`src/rtl/mouse_pkg.sv`:
```
`default_nettype none
// ============================================================================
// Module      : mouse_pkg
// Description : Shared types and constants for the PS/2 mouse tracker:
//               packet-decoder state encoding, default geometry/timeout
//               values and PS/2 header bit positions.
// Revision    : 1.0 - initial release
// ============================================================================
package mouse_pkg;

    // Packet decoder states
    typedef enum logic [1:0] {
        WAIT_B0 = 2'd0,
        WAIT_B1 = 2'd1,
        WAIT_B2 = 2'd2,
        APPLY   = 2'd3
    } state_t;

    // Default screen geometry, reset position and inter-byte timeout
    localparam int X_MAX          = 319;
    localparam int Y_MAX          = 239;
    localparam int X_INIT         = 160;
    localparam int Y_INIT         = 120;
    localparam int TIMEOUT_CYCLES = 2_500_000;

    // Bit positions inside the PS/2 header byte
    localparam int LEFT  = 0;
    localparam int RIGHT = 1;
    localparam int SYNC  = 3;
    localparam int XSIGN = 4;
    localparam int YSIGN = 5;
    localparam int XOVF  = 6;
    localparam int YOVF  = 7;

endpackage : mouse_pkg
`default_nettype wire

```
`src/rtl/mouse_tracker_axis_accumulator.sv`:
```
`default_nettype none
// ============================================================================
// Module      : axis_accumulator
// Description : One cursor axis. Adds a 9-bit signed PS/2 delta (optionally
//               negated or forced to zero) to the registered position and
//               clamps the result to [0, MAX] before it is stored, so the
//               output is never out of range.
// Revision    : 1.0 - initial release
// ============================================================================
module axis_accumulator #(
    parameter int WIDTH = 9,
    parameter int MAX   = 319,
    parameter int INIT  = 160
) (
    input  logic              clk,
    input  logic              rst_ni,
    input  logic signed [8:0] delta_i,
    input  logic              negate_i,
    input  logic              zero_i,
    input  logic              load_i,
    output logic [WIDTH-1:0]  pos_o
);

    // 11 bits covers position (up to 319) plus/minus a full 9-bit delta.
    localparam int AW = 11;
    localparam logic signed [AW-1:0] MAX_S = AW'(MAX);

    logic [WIDTH-1:0]     pos_q;
    logic [WIDTH-1:0]     pos_d;
    logic signed [AW-1:0] delta_ext;
    logic signed [AW-1:0] step;
    logic signed [AW-1:0] sum;

    // Signed add of the effective delta, then clamp into the legal range
    always_comb begin
        delta_ext = {{(AW-9){delta_i[8]}}, delta_i};
        step      = zero_i ? '0 : (negate_i ? -delta_ext : delta_ext);
        sum       = $signed({{(AW-WIDTH){1'b0}}, pos_q}) + step;
        pos_d     = pos_q;
        if (sum[AW-1]) begin
            pos_d = '0;
        end else if (sum > MAX_S) begin
            pos_d = WIDTH'(MAX);
        end else begin
            pos_d = sum[WIDTH-1:0];
        end
    end

    // Position register, updated only when a packet is applied
    always_ff @(posedge clk or negedge rst_ni) begin
        if (!rst_ni) begin
            pos_q <= WIDTH'(INIT);
        end else if (load_i) begin
            pos_q <= pos_d;
        end
    end

    assign pos_o = pos_q;

endmodule : axis_accumulator
`default_nettype wire

```
`src/rtl/mouse_tracker.sv`:
```
`default_nettype none
// ============================================================================
// Module      : mouse_tracker
// Description : Decodes 3-byte PS/2 mouse packets into a clamped absolute
//               cursor position plus button levels, a packet-applied pulse
//               and a left-click pulse. Resyncs on header bit 3 and drops
//               partial packets after an inter-byte timeout.
// Revision    : 1.0 - initial release
// ============================================================================
module mouse_tracker #(
    parameter int X_MAX          = mouse_pkg::X_MAX,
    parameter int Y_MAX          = mouse_pkg::Y_MAX,
    parameter int X_INIT         = mouse_pkg::X_INIT,
    parameter int Y_INIT         = mouse_pkg::Y_INIT,
    parameter int TIMEOUT_CYCLES = mouse_pkg::TIMEOUT_CYCLES
) (
    input  logic       clk,
    input  logic       iResetn,
    input  logic [7:0] iByte,
    input  logic       iByteValid,
    output logic [8:0] oMouseX,
    output logic [7:0] oMouseY,
    output logic       oLeft,
    output logic       oRight,
    output logic       oPacketValid,
    output logic       oClick
);

    import mouse_pkg::*;

    localparam int GW = (TIMEOUT_CYCLES > 1) ? $clog2(TIMEOUT_CYCLES) : 1;
    localparam logic [GW-1:0] GAP_LAST = GW'(TIMEOUT_CYCLES - 1);

    state_t        state_q;
    logic [GW-1:0] gap_q;
    logic [7:0]    hdr_q;
    logic [7:0]    dx_q;
    logic [7:0]    dy_q;
    logic          left_q;
    logic          right_q;
    logic          pkt_valid_q;
    logic          click_q;

    logic          apply;
    logic [8:0]    dx;
    logic [8:0]    dy;
    logic          unused_hdr;

    assign apply      = (state_q == APPLY);
    assign dx         = {hdr_q[XSIGN], dx_q};
    assign dy         = {hdr_q[YSIGN], dy_q};
    // Bit 2 is reserved and bit 3 is always 1 once a header is accepted.
    assign unused_hdr = ^{hdr_q[2], hdr_q[SYNC]};

    // Packet FSM with gap counter, button levels and one-cycle pulses
    always_ff @(posedge clk or negedge iResetn) begin
        if (!iResetn) begin
            state_q     <= WAIT_B0;
            gap_q       <= '0;
            hdr_q       <= '0;
            dx_q        <= '0;
            dy_q        <= '0;
            left_q      <= 1'b0;
            right_q     <= 1'b0;
            pkt_valid_q <= 1'b0;
            click_q     <= 1'b0;
        end else begin
            pkt_valid_q <= apply;
            click_q     <= apply & hdr_q[LEFT] & ~left_q;
            if (apply) begin
                left_q  <= hdr_q[LEFT];
                right_q <= hdr_q[RIGHT];
            end

            case (state_q)
                // APPLY treats a concurrent byte exactly like WAIT_B0 so
                // back-to-back packets lose nothing.
                WAIT_B0, APPLY: begin
                    gap_q <= '0;
                    if (iByteValid && iByte[SYNC]) begin
                        hdr_q   <= iByte;
                        state_q <= WAIT_B1;
                    end else begin
                        state_q <= WAIT_B0;
                    end
                end
                WAIT_B1: begin
                    if (iByteValid) begin
                        dx_q    <= iByte;
                        gap_q   <= '0;
                        state_q <= WAIT_B2;
                    end else if (gap_q == GAP_LAST) begin
                        gap_q   <= '0;
                        state_q <= WAIT_B0;
                    end else begin
                        gap_q <= gap_q + GW'(1);
                    end
                end
                WAIT_B2: begin
                    if (iByteValid) begin
                        dy_q    <= iByte;
                        gap_q   <= '0;
                        state_q <= APPLY;
                    end else if (gap_q == GAP_LAST) begin
                        gap_q   <= '0;
                        state_q <= WAIT_B0;
                    end else begin
                        gap_q <= gap_q + GW'(1);
                    end
                end
                default: begin
                    gap_q   <= '0;
                    state_q <= WAIT_B0;
                end
            endcase
        end
    end

    axis_accumulator #(
        .WIDTH (9),
        .MAX   (X_MAX),
        .INIT  (X_INIT)
    ) u_axis_x (
        .clk      (clk),
        .rst_ni   (iResetn),
        .delta_i  (dx),
        .negate_i (1'b0),
        .zero_i   (hdr_q[XOVF]),
        .load_i   (apply),
        .pos_o    (oMouseX)
    );

    // PS/2 Y grows upward while the screen grows downward, hence negate.
    axis_accumulator #(
        .WIDTH (8),
        .MAX   (Y_MAX),
        .INIT  (Y_INIT)
    ) u_axis_y (
        .clk      (clk),
        .rst_ni   (iResetn),
        .delta_i  (dy),
        .negate_i (1'b1),
        .zero_i   (hdr_q[YOVF]),
        .load_i   (apply),
        .pos_o    (oMouseY)
    );

    assign oLeft        = left_q;
    assign oRight       = right_q;
    assign oPacketValid = pkt_valid_q;
    assign oClick       = click_q;

endmodule : mouse_tracker
`default_nettype wire

```
`config.mk`:
```
export PLATFORM = sky130hd
export DESIGN_NAME = mouse_tracker
export DESIGN_NICKNAME = d
export VERILOG_FILES = /design/src/rtl/mouse_pkg.sv /design/src/rtl/mouse_tracker_axis_accumulator.sv /design/src/rtl/mouse_tracker.sv
export SDC_FILE = /design/constraint.sdc
export NUM_CORES = 1
export LEC_CHECK = 0
export ABC_AREA = 1
export CORE_MARGIN = 3
export CORE_UTILIZATION = 64
export CTS_CLUSTER_SIZE = 40
export DETAILED_ROUTE_END_ITERATION = 8
export GPL_ROUTABILITY_DRIVEN = 0
export MAX_ROUTING_LAYER = met4
export PLACE_DENSITY_LB_ADDON = 0.25
export REMOVE_ABC_BUFFERS = 1
export SLEW_MARGIN = 15
export SYNTH_ARGS = -nofsm -noshare
export SYNTH_HDL_FRONTEND = slang
export SYNTH_SLANG_ARGS = --single-unit
```
`constraint.sdc`:
```
create_clock -name clk -period 6.1 [get_ports clk]
set_clock_uncertainty 0.1 [all_clocks]
set_input_delay 1.22 -clock clk [delete_from_list [all_inputs] [get_ports clk]]
set_output_delay 1.22 -clock clk [all_outputs]
set_load 0.01 [all_outputs]
```
==> out/results.tsv <==
stage	metric	value	unit
status	status	completed	
logic_synthesis	synth-compound-area-share	0.0916	
critical_path	crit_type	reg -> reg	
final_layout	final-nonclk-buf-share	0.0648	
logic_synthesis	yosysChipArea	4260	um2
cts	clk_pin_slew_worst_paths	0.07	ns
logic_synthesis	ys_sh_mux	0	
logic_synthesis	netlist_area	4260	um2
final_layout	sh_seq_area	0.349	
logic_synthesis	flop_cell	dfrtp_1	
final_layout	lay_top_cells	nand2_1, inv_1, dfrtp_1	
critical_path	critical_path_cell_count	14	
final_layout	num-multi-input-gates	405	
detailed_routing	topRoutingLayerUsed	met4	
die	row_count	29	
global_routing	overflow	0	
placed_design	dpl.hpwl	6910	um
final_layout	design_area	4830	um2
critical_path	cpPeakStageDelay	0.39	ns
logic_synthesis	numSynthFlops	67	
timing	setup_slack	3.04	ns
logic_synthesis	logic_family	simple AND/OR/NAND/NOR gates	
pwr	comb-power	0.514	mW
## Yosys cell counts (2+ instances only)
cell        n  share of area
nand3_1    32          0.038
xor2_1      8          0.016
nor4_1      2         0.0029
clkbuf_1    4         0.0035
nor2_4      5          0.013
o21ai_0    34          0.040
nor3_1     14          0.016
fa_1        2         0.0094
buf_2       2         0.0023
ha_1       23          0.068
nor2_2      4         0.0059
a21oi_2     2         0.0041
nand4_1    22          0.032
a21oi_1    22          0.026
nand3_2     4         0.0094
nand2_2     6         0.0088
dfrtp_1    61           0.36
inv_1      90          0.079
o21a_1      2         0.0035
dfstp_2     6          0.037
o21ai_1     6         0.0070
xnor2_1     7          0.014
nand2_1   153           0.13
a31oi_1     2         0.0029
nor2_1     45          0.040
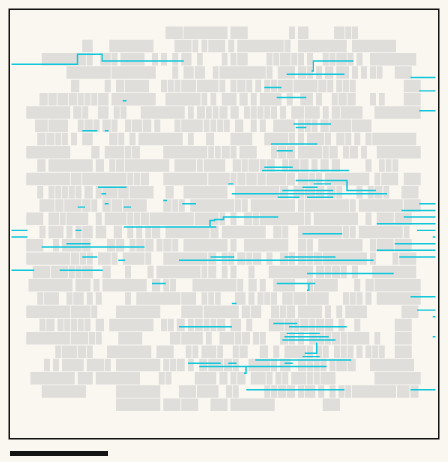
**Above:** M3 wires.
Bar = 20 um.
The layer holds 6.4% of the routed length. 60 nets have wire on it. The layer carries 597 um of wire. The wires run mostly horizontal.

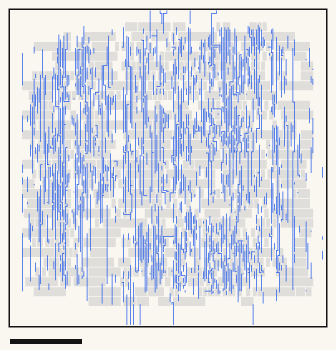
**Above:** the metal 2 layer.
Bar = 20 um.
The longest straight run is 38.3 um. The wires run mostly vertical. The layer holds 47% of the routed length. The layer carries 4380 um of wire.

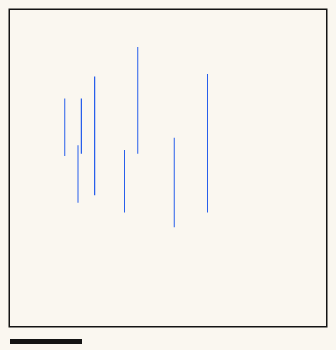
**Above:** metal 4.
Bar = 20 um.
The wires run mostly vertical. 7 nets have wire on it.

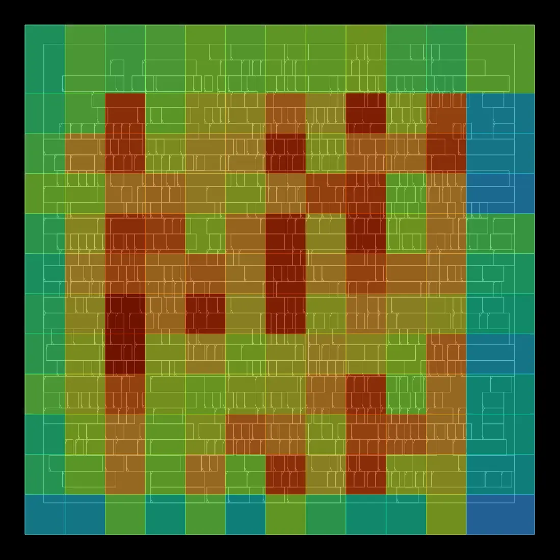
**Above:** track usage over the die.
Top Usage Layer GRT: met2
fin util: 0.756
GRT met3 Usage: 0.0433
met2 usage: 0.430

Power figures rest on the tool's default switching activity, not on a simulated workload.
